==> config.mk <==
export PLATFORM = sky130hd
export DESIGN_NAME = bird_launcher
export DESIGN_NICKNAME = d
export VERILOG_FILES = /design/src/rtl/bird_pkg.sv /design/src/rtl/sof_frame_counter.sv /design/src/rtl/bird_launcher.sv
export SDC_FILE = /design/constraint.sdc
export NUM_CORES = 1
export LEC_CHECK = 0
export CAP_MARGIN = 15
export CORE_UTILIZATION = 45
export DETAILED_ROUTE_END_ITERATION = 7
export GPL_TIMING_DRIVEN = 0
export PLACE_DENSITY = 0.71
export SETUP_SLACK_MARGIN = 0.1
export SYNTH_ARGS = -nofsm -noshare
export SYNTH_HDL_FRONTEND = slang
export SYNTH_SLANG_ARGS = --single-unit
==> constraint.sdc <==
create_clock -name clk -period 5.24 [get_ports clk]
set_input_delay 1.048 -clock clk [delete_from_list [all_inputs] [get_ports clk]]
set_output_delay 1.048 -clock clk [all_outputs]
set_load 0.1 [all_outputs]
==> src/rtl/bird_pkg.sv <==
// Shared types and default launch constants for the bird launch controller.
package bird_pkg;

  typedef enum logic [2:0] {
    ST_READY,
    ST_CHARGING,
    ST_FIRE,
    ST_FLIGHT,
    ST_RELOAD,
    ST_EMPTY
  } launcher_state_t;

  localparam int unsigned SPEED_W = 11;

  localparam int unsigned DEF_SPEED_MIN             = 2;
  localparam int unsigned DEF_SPEED_MAX             = 40;
  localparam int unsigned DEF_SPEED_STEP            = 2;
  localparam int unsigned DEF_SHOTS_PER_LEVEL       = 3;
  localparam int unsigned DEF_RELOAD_FRAMES         = 15;
  localparam int unsigned DEF_FIRE_TIMEOUT          = 1023;
  localparam int unsigned DEF_FLIGHT_TIMEOUT_FRAMES = 255;

endpackage

==> src/rtl/sof_frame_counter.sv <==
// Counts startOfFrame pulses since the last synchronous clear; done stays high
// once the count reaches the compare value. Saturates at all-ones.
module sof_frame_counter #(
  parameter int unsigned W = 8
) (
  input  logic         clk,
  input  logic         rst,
  input  logic         sof,
  input  logic         clr,
  input  logic [W-1:0] target,
  output logic         done
);

  logic [W-1:0] cnt;

  always_ff @(posedge clk or posedge rst) begin
    if (rst) begin
      cnt <= '0;
    end else if (clr) begin
      cnt <= '0;
    end else if (sof && (cnt != '1)) begin
      cnt <= cnt + 1'b1;
    end
  end

  assign done = (cnt >= target);

endmodule

==> src/rtl/bird_launcher.sv <==
// Player launch controller: charges a ping-pong launch speed from a held key,
// fires the bird, tracks the flight and enforces a per-level shot budget.
module bird_launcher
  import bird_pkg::*;
#(
  parameter int unsigned SPEED_MIN             = DEF_SPEED_MIN,
  parameter int unsigned SPEED_MAX             = DEF_SPEED_MAX,
  parameter int unsigned SPEED_STEP            = DEF_SPEED_STEP,
  parameter int unsigned SHOTS_PER_LEVEL       = DEF_SHOTS_PER_LEVEL,
  parameter int unsigned RELOAD_FRAMES         = DEF_RELOAD_FRAMES,
  parameter int unsigned FIRE_TIMEOUT          = DEF_FIRE_TIMEOUT,
  parameter int unsigned FLIGHT_TIMEOUT_FRAMES = DEF_FLIGHT_TIMEOUT_FRAMES
) (
  input  logic               clk,
  input  logic               reset,
  input  logic               startOfFrame,
  input  logic               charge_key,
  input  logic               levelChange,
  input  logic               shoot,
  output logic               Fire_The_Bird,
  output logic [SPEED_W-1:0] initial_x_speed,
  output logic [3:0]         shots_left,
  output logic               out_of_shots,
  output logic               charging
);

  localparam int unsigned XW        = SPEED_W + 1;
  localparam int unsigned FIRE_W    = $clog2(FIRE_TIMEOUT + 1);
  localparam int unsigned FRAME_MAX = (FLIGHT_TIMEOUT_FRAMES > RELOAD_FRAMES) ?
                                      FLIGHT_TIMEOUT_FRAMES : RELOAD_FRAMES;
  localparam int unsigned FRAME_W   = $clog2(FRAME_MAX + 1);

  localparam logic [XW-1:0]      MIN_X     = XW'(SPEED_MIN);
  localparam logic [XW-1:0]      MAX_X     = XW'(SPEED_MAX);
  localparam logic [XW-1:0]      STEP_X    = XW'(SPEED_STEP);
  localparam logic [SPEED_W-1:0] MIN_S     = SPEED_W'(SPEED_MIN);
  localparam logic [SPEED_W-1:0] MAX_S     = SPEED_W'(SPEED_MAX);
  localparam logic [SPEED_W-1:0] STEP_S    = SPEED_W'(SPEED_STEP);
  localparam logic [3:0]         SHOTS_INIT = 4'(SHOTS_PER_LEVEL);
  localparam logic [FIRE_W-1:0]  FIRE_LAST = FIRE_W'(FIRE_TIMEOUT - 1);

  launcher_state_t     state;
  logic                dir_up;
  logic                key_q;
  logic                shoot_q;
  logic [FIRE_W-1:0]   fire_cnt;

  logic                key_rise;
  logic                shoot_fall;
  logic                flight_end;
  logic                frame_clr;
  logic                frame_done;
  logic [FRAME_W-1:0]  frame_target;

  logic [XW-1:0]       speed_x;
  logic [XW-1:0]       up_sum;
  logic [SPEED_W-1:0]  speed_stepped;
  logic                dir_stepped;

  assign key_rise   = charge_key && !key_q;
  assign shoot_fall = shoot_q && !shoot;
  assign flight_end = (state == ST_FLIGHT) && (shoot_fall || frame_done);

  // One counter serves both the flight timeout and the reload delay; it is
  // held clear outside those states and re-cleared on the FLIGHT->RELOAD hop.
  assign frame_clr    = levelChange || flight_end ||
                        !((state == ST_FLIGHT) || (state == ST_RELOAD));
  assign frame_target = (state == ST_FLIGHT) ? FRAME_W'(FLIGHT_TIMEOUT_FRAMES)
                                             : FRAME_W'(RELOAD_FRAMES);

  sof_frame_counter #(
    .W (FRAME_W)
  ) u_frame_cnt (
    .clk    (clk),
    .rst    (reset),
    .sof    (startOfFrame),
    .clr    (frame_clr),
    .target (frame_target),
    .done   (frame_done)
  );

  always_comb begin
    speed_x       = {1'b0, initial_x_speed};
    up_sum        = speed_x + STEP_X;
    speed_stepped = initial_x_speed;
    dir_stepped   = dir_up;
    if (dir_up) begin
      if (up_sum >= MAX_X) begin
        speed_stepped = MAX_S;
        dir_stepped   = 1'b0;
      end else begin
        speed_stepped = up_sum[SPEED_W-1:0];
      end
    end else begin
      if (speed_x <= MIN_X + STEP_X) begin
        speed_stepped = MIN_S;
        dir_stepped   = 1'b1;
      end else begin
        speed_stepped = initial_x_speed - STEP_S;
      end
    end
  end

  always_ff @(posedge clk or posedge reset) begin
    if (reset) begin
      state           <= ST_READY;
      dir_up          <= 1'b1;
      key_q           <= 1'b0;
      shoot_q         <= 1'b0;
      fire_cnt        <= '0;
      Fire_The_Bird   <= 1'b0;
      initial_x_speed <= MIN_S;
      shots_left      <= SHOTS_INIT;
      out_of_shots    <= 1'b0;
      charging        <= 1'b0;
    end else begin
      key_q   <= charge_key;
      shoot_q <= shoot;
      if (levelChange) begin
        state           <= ST_READY;
        dir_up          <= 1'b1;
        fire_cnt        <= '0;
        Fire_The_Bird   <= 1'b0;
        initial_x_speed <= MIN_S;
        shots_left      <= SHOTS_INIT;
        out_of_shots    <= 1'b0;
        charging        <= 1'b0;
      end else begin
        unique case (state)
          ST_READY: begin
            initial_x_speed <= MIN_S;
            dir_up          <= 1'b1;
            if (shots_left == 4'd0) begin
              state        <= ST_EMPTY;
              out_of_shots <= 1'b1;
            end else if (key_rise) begin
              state    <= ST_CHARGING;
              charging <= 1'b1;
            end
          end
          ST_CHARGING: begin
            if (!charge_key) begin
              state         <= ST_FIRE;
              charging      <= 1'b0;
              Fire_The_Bird <= 1'b1;
              fire_cnt      <= '0;
            end else if (startOfFrame) begin
              initial_x_speed <= speed_stepped;
              dir_up          <= dir_stepped;
            end
          end
          ST_FIRE: begin
            // shoot is ignored in the first FIRE cycle so the command is
            // always at least two cycles wide.
            if (shoot && (fire_cnt != '0)) begin
              state         <= ST_FLIGHT;
              Fire_The_Bird <= 1'b0;
            end else if (fire_cnt == FIRE_LAST) begin
              state           <= ST_READY;
              Fire_The_Bird   <= 1'b0;
              initial_x_speed <= MIN_S;
              dir_up          <= 1'b1;
            end else begin
              fire_cnt <= fire_cnt + 1'b1;
            end
          end
          ST_FLIGHT: begin
            if (flight_end) begin
              if (shots_left <= 4'd1) begin
                shots_left   <= 4'd0;
                state        <= ST_EMPTY;
                out_of_shots <= 1'b1;
              end else begin
                shots_left <= shots_left - 4'd1;
                state      <= ST_RELOAD;
              end
            end
          end
          ST_RELOAD: begin
            if (frame_done) begin
              state           <= ST_READY;
              initial_x_speed <= MIN_S;
              dir_up          <= 1'b1;
            end
          end
          ST_EMPTY: begin
            out_of_shots <= 1'b1;
          end
          default: begin
            state <= ST_READY;
          end
        endcase
      end
    end
  end

endmodule

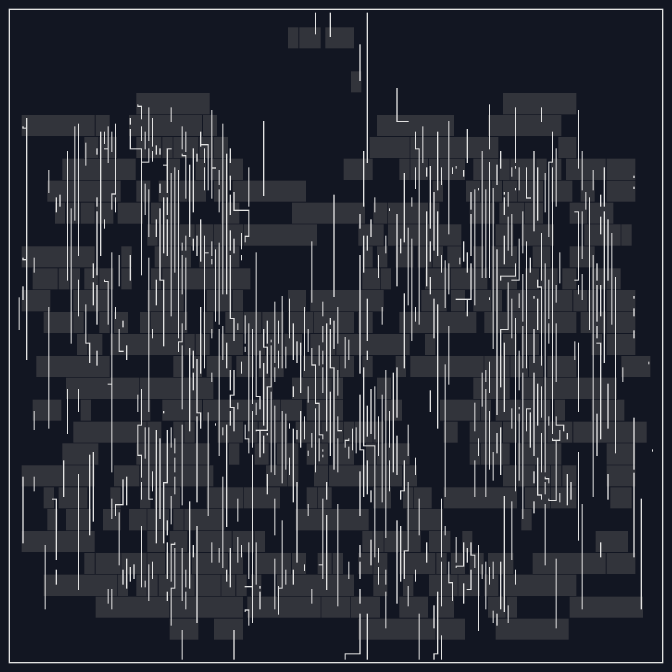
run_1/layer_met2.png
Cells faint in the background.
312 nets have wire on it. The longest straight run is 33.0 µm. The layer holds 48% of the routed length. The layer carries 2910 µm of wire. The wires run mostly vertical.
vias: 2461
met2 Resource Use GR: 34.3%
sum of routed wire length over all layers: 6040 µm

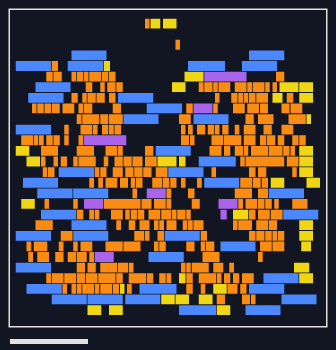
run_1/placement_by_type.png
Bar = 20 µm.
Key: yellow = remaining buffers and delay cells [cells 35, share of their area 10%]; blue = sequential cells [cells 41, share of their area 33%]; purple = clock drivers and dummy loads [cells 8, share of their area 4.2%]; orange = combinational and other logic [cells 267, share of their area 53%]
Seq/total area: 31.7%
standard-cell row count: 28
final cell utilization of the core: 54.7%
post-route cell area: 3260 µm²
area of the core: 5960 µm²

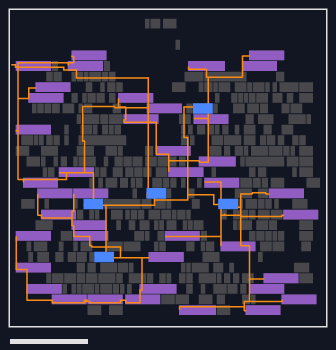
run_1/clk_routes.png
Bar = 20 µm.
Key: blue = clock drivers [count 5]; purple = flip-flops [count 41]; orange = clock wires [length 615 µm]
Position of the flops: spread over the die. There are 6 routed clock nets.
post-route clock skew: 0.00698 ns
reported clock group power: 307 µW

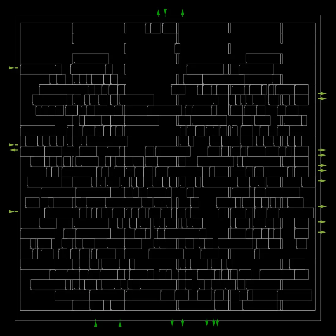
run_1/placement.png
inserted tap cell count: 75
count of non-filler cells in the finished layout: 426
Flop Count: 41
number of fill cells in the layout: 548

## run 1: power groups by stage
stage	registers, µW	logic (µW)	clock network, µW
finish	405	632	307
global route	413	686	327
CTS	404	630	316
detailed placement	409	629	0
global placement	409	622	0
floorplan	596	304	0
## run 1: routing by layer
layer,GRT usage [%],wire (µm),vias up
met4,6.96,53,0
met1,27.7,2820,1194
met5,0,0,-
met3,3.60,253,4
li1,-,-,1200
met2,34.3,2910,63
## run 1: kinds of logic after synthesis
family                     share of synthesized area (%)
DFF                                                 36.7
other                                              0.134
buffers and inverters                               6.68
muxes                                               1.43
AOI/OAI and AO/OA                                   19.5
and+or+nand+nor                                     24.9
adders and majority gates                           6.24
xor gates and xnor gates                            4.37
## run 1: synth_stat cells, drive strengths merged (3+ instances only)
master	n	area [µm²]
nor2	44	165
a22oi	3	22.5
buf	8	60.1
nand2b	6	37.5
dfstp	4	105
xor2	6	52.6
nand4	7	43.8
o21ai	22	114
nor4	4	31.3
or3	8	55.1
mux2i	4	40.0
a21oi	13	65.1
a221oi	3	43.8
a31oi	3	18.8
inv	21	78.8
dfrtp	37	926
a22o	5	43.8
nor3	15	75.1
xnor2	8	70.1
o22ai	3	18.8
nor2b	6	37.5
or2	3	21.3
clkbuf	5	48.8
nand3	9	45.0
ha	14	175
nand2	23	86.3
## run 1: worst max path at each step
stage	end	slack (ns)	start	cells after the start
2_1_floorplan	initial_x_speed[5]	2.53	initial_x_speed[2]	8
3_3_place_gp	initial_x_speed[3]	1.97	levelChange	8
3_5_place_dp	initial_x_speed[3]	1.89	levelChange	8
4_1_cts	initial_x_speed[1]	2.10	initial_x_speed[1]	1
5_1_grt	initial_x_speed[3]	2.05	levelChange	8
6_report	initial_x_speed[1]	2.11	initial_x_speed[1]	1
## run 1: cell type report
class                           instances  area [µm²]
Clock inverter                          3        65.1
Buffer                                 13         109
Sequential cell                        41        1030
Timing Repair Buffer                   22         220
Tap cell                               75        93.8
Multi-Input combinational cell        246        1590
Clock buffer                            5        68.8
Fill cell                             548        2700
Inverter                               21        78.8
## run 1: sequential cells by signal (all words and copies together), names as in the netlist
name             flops
Fire_The_Bird        1
fire_cnt            10
charging             1
key_q                1
initial_x_speed     10
shoot_q              1
u_frame_cnt.cnt      8
out_of_shots         1
shots_left           4
state                3
dir_up               1
## run 1: per-stage QoR
stage | cell area [µm²] | util, %
after floorplan | 2810 | -
after global placement | 3120 | 52.4
after detailed placement | 3120 | 52.4
after CTS | 3260 | 54.7
after global routing | 3260 | 54.7
final | 3260 | 54.7
==> flow_metrics.py, run 1 <==
# Auto-generated metrics
metrics = {
    "worst_setup_path": {
        "timing.critical_path.fanout_max": 10,
        "crit_required_ns": 4.19,
        "crit_path_max_delay_family": "buffers and inverters",
        "arrival_ns": 2.09,
        "path_cells": "clkdlybuf4s50_1",
        "timing.critical_path.slowest_cell_delay_ns": 1.16,
    },
    "clock_tree": {
        "cts_htree_levels": 2,
        "postCtsResizedCells": 0,
        "postCtsHoldBufs": 0,
        "path_clk_slew_ns": 0.08,
        "cts-root-to-sink-buffers": 2,
    },
    "yosys": {
        "enable_flop_cells": 0,
        "seq_area_frac_synth_pct": 36.7,
        "synthesis.yosys.warnings": 0,
        "async_reset_ff_share_pct": 100,
    },
    "floorplan": {
        "io-pin-count": 24,
        "floorplanUtilization_pct": 47.1,
    },
    "routing": {
        "wl_per_cell_um": 14.2,
        "drtIter0Drc": 119,
        "postRouteAntennaNets": 0,
        "drtPass1Iterations": 4,
    },
    "power": {
        "comb_power_share_pct": 47.0,
        "power.density_nw_per_um2": 413,
        "clock_power_share_pct": 22.9,
        "swShare_pct": 45.0,
        "power.total_uw": 1340,
    },
    "flow_run": {
        "maxCapViolations": 0,
        "log.warning_count": 32,
    },
    "timing": {
        "max_freq_ghz": 0.319,
        "maxSlewHeadroom_pct": 34.9,
        "report.final.setup_viol": 0,
        "finalClockPeriodUsage_pct": 59.8,
        "setup_ws_ns": 2.11,
        "grt_setup_unrepaired": "no",
    },
    "global_routing": {
        "maximum_number_of_pins_on_one_net_before_global_route_repair": 42,
        "grt_first_pass_wirelength_um": 10600,
        "grt_pass1_vias": 2268,
        "grtUsageTotal_pct": 20.9,
    },
    "place": {
        "gp_congestion": 0.871,
    },
    "outcome": {
        "status": "finished clean",
    },
    "final_layout": {
        "num_antenna_cells": 0,
        "layout_top_cells": "nor2_1, dfrtp_1, nand2_1",
    },
    "min_path": {
        "min_from": "out_of_shots",
        "worst_hold_path.endpoint": "out_of_shots",
    },
}
==> run 1 -> run 2 <==
--- a/config.mk
+++ b/config.mk
@@ -9,7 +9,7 @@
 export CORE_UTILIZATION = 45
 export DETAILED_ROUTE_END_ITERATION = 7
 export GPL_TIMING_DRIVEN = 0
-export PLACE_DENSITY = 0.71
+export PLACE_DENSITY = 0.73
 export SETUP_SLACK_MARGIN = 0.1
 export SYNTH_ARGS = -nofsm -noshare
 export SYNTH_HDL_FRONTEND = slang
==> constraint.sdc (replaced) <==
create_clock -name clk -period 2.8 [get_ports clk]
set_input_delay 0.56 -clock clk [delete_from_list [all_inputs] [get_ports clk]]
set_output_delay 0.56 -clock clk [all_outputs]
set_load 0.1 [all_outputs]
==> flow_metrics.py, run 2 <==
# Auto-generated metrics
metrics = {
    "outcome": {
        "status": "finished clean",
    },
    "flow_run": {
        "maxCapViolations": 0,
        "log.warning_count": 33,
    },
    "global_routing": {
        "maximum_number_of_pins_on_one_net_before_global_route_repair": 42,
        "grt_antenna_before_repair": 0,
        "grtUsageTotal_pct": 20.0,
        "grt.overflow.total": 0,
        "grt_pass1_vias": 2228,
        "grt_first_pass_wirelength_um": 10200,
    },
    "worst_setup_path": {
        "crit_path_max_delay_family": "buffers and inverters",
        "timing.critical_path.fanout_max": 5,
        "worstSetupPathType": "reg -> out",
        "arrival_ns": 2.02,
        "timing.critical_path.slowest_stage_cell": "clkdlybuf4s50_1",
        "path_cells": "clkdlybuf4s50_1",
        "crit_required_ns": 2.24,
        "timing.critical_path.slowest_cell_delay_ns": 1.14,
        "crit_path_capture_type": "output pin",
    },
    "yosys": {
        "async_reset_ff_share_pct": 100,
        "synthesis.area_um2": 2810,
        "area_leaders": "dfrtp_1, ha_1, nor2_1, dfstp_2, o21ai_0",
        "seq_area_frac_synth_pct": 36.7,
        "enable_flop_cells": 0,
        "largest_area_contributor_in_the_netlist": "dfrtp_1",
        "synthesis.yosys.warnings": 0,
        "yosysTopAreaCellShare_pct": 33.0,
        "average_cell_area_after_synthesis_um2": 8.75,
        "synth_dominant_cell_count": "nor2_1",
        "synth.top_cells.by_count": "nor2_1, dfrtp_1, nand2_1",
    },
    "routing": {
        "wl_per_cell_um": 13.9,
        "finalWirelength_um": 5960,
        "detailroute.via_count": 2433,
        "post_drt_via_cell_ratio": 5.67,
        "postRouteAntennaNets": 0,
        "drtPass1Iterations": 4,
        "drtIter0Drc": 139,
    },
    "final_layout": {
        "biggestRegsByFlops": "fire_cnt: 10 flops, initial_x_speed: 10 flops, u_frame_cnt.cnt: 8 flops",
        "layout_top_cells": "nor2_1, dfrtp_1, nand2_1",
        "count_of_non_filler_cells_in_the_finished_layout": 429,
        "num_antenna_cells": 0,
    },
    "power": {
        "power.total_uw": 2460,
        "power.density_nw_per_um2": 746,
    },
    "place": {
        "placed_cells_incl_taps": 418,
        "gp_congestion": 0.818,
    },
    "clock_tree": {
        "tritoncts": "yes",
        "postCtsHoldBufs": 0,
        "cts_buffers": 5,
        "path_clk_slew_ns": 0.09,
        "cts-root-to-sink-buffers": 2,
        "cts_htree_levels": 2,
    },
    "timing": {
        "tightest_slew_ns": 0.992,
        "finalClockPeriodUsage_pct": 92.0,
        "report.final.setup_viol": 0,
        "maxSlewHeadroom_pct": 33.7,
        "max_freq_ghz": 0.388,
        "grt_setup_unrepaired": "no",
    },
    "min_path": {
        "hold_path_class": "reg -> reg",
    },
    "floorplan": {
        "io-pin-count": 24,
        "floorplanUtilization_pct": 47.1,
        "chipWidth_um": 81.0,
        "area_of_the_core_um2": 5960,
        "core.rowCount": 28,
    },
}
==> run 2: cell counts after synthesis <==
No cell type changed its count.
==> run 2: cell type report <==
| class | instances | area (µm²) |
|---|---|---|
| flip-flops and latches | 41 | 1030 |
| clock inverters | 3 | 46.3 |
| plain buffers | 13 | 109 |
| multi-input cells | 246 | 1630 |
| inverters | 21 | 78.8 |
| fillers | 559 | 2650 |
| repair buffers | 25 | 245 |
| well taps | 75 | 93.8 |
| clock buffers | 5 | 68.8 |
==> run 2: kinds of logic (layout without fill, tap and decap cells) <==
kind of cell	after synthesis	after routing	share of synthesized area [%]
buffers and inverters	34	67	6.68
AOI/OAI and AO/OA	76	76	19.5
other	1	1	0.134
xor gates and xnor gates	14	14	4.37
muxes	4	4	1.43
DFF	41	41	36.7
adders and majority gates	14	14	6.24
and+or+nand+nor	137	137	24.9
==> run 2: per-layer routing <==
metal	vias to the layer above	track usage, %	part of all wire [%]
met2	53	34.5	48
met3	5	3.71	3.8
met5	-	0	0
met4	0	6.07	1.0
met1	1172	25.3	47
li1	1203	-	-
==> run 2: worst paths after layout <==
path | startpoint | endpoint | slack, ns | depth (start not counted)
min | fire_cnt[9] | fire_cnt[9] | 0.52 | 1
min in group asynchronous | reset | initial_x_speed[7] | 0.76 | 2
min reg2reg | fire_cnt[9] | fire_cnt[9] | 0.52 | 1
max in group asynchronous | reset | initial_x_speed[2] | 1.45 | 2
max | shots_left[0] | shots_left[0] | 0.22 | 1
max reg2reg | state[0] | initial_x_speed[7] | 0.26 | 12
==> run 2: power breakdown <==
part | internal, µW | total [µW] | switching (µW)
Sequential | 673 | 756 | 83.3
Combinational | 381 | 1220 | 837
Clock | 267 | 489 | 222
==> run 2: stage by stage <==
stage,utilization (%),setup slack (ns),hold WS [ns],cell area [µm²],TNS [ns]
floorplan,-,0.191,0.473,2810,0
global placement,52.4,-0.0138,0.498,3120,-0.0683
detailed placement,52.4,-0.0514,0.499,3120,-0.374
CTS,54.7,0.0954,0.520,3260,0
global route,55.5,0.140,0.538,3300,0
finish,55.5,0.223,0.516,3300,0
==> run 2: what timing repair did <==
action,in CTS,in global routing
pin swaps,2,1
setup buffers,2,1
resized,1,9
endpoints found under the setup margin,15,22
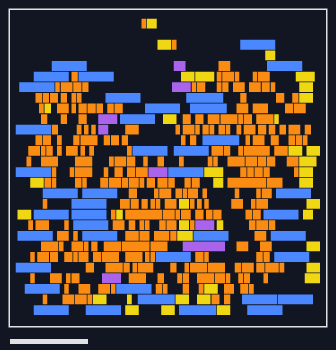
run_2/placement_by_type.png
Bar = 20 µm.
Key: orange = combinational and other logic [cells 267, share of their area 53%]; blue = sequential cells [cells 41, share of their area 32%]; purple = clock drivers and dummy loads [cells 8, share of their area 3.6%]; yellow = remaining buffers and delay cells [cells 38, share of their area 11%]
final cell utilization of the core: 55.5%
post-route cell area: 3300 µm²

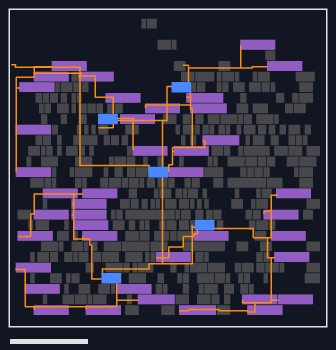
run_2/clk_routes.png
Bar = 20 µm.
Key: orange = clock wires [length 552 µm]; purple = flip-flops [count 41]; blue = clock drivers [count 5]
There are 6 routed clock nets.
clock network fraction of design power: 19.8%
clk latency late pin: 0.30 ns
reported clock group power: 489 µW
post-route clock skew: 0.00663 ns

No activity file was given, so power comes from the tool's default toggle rates.
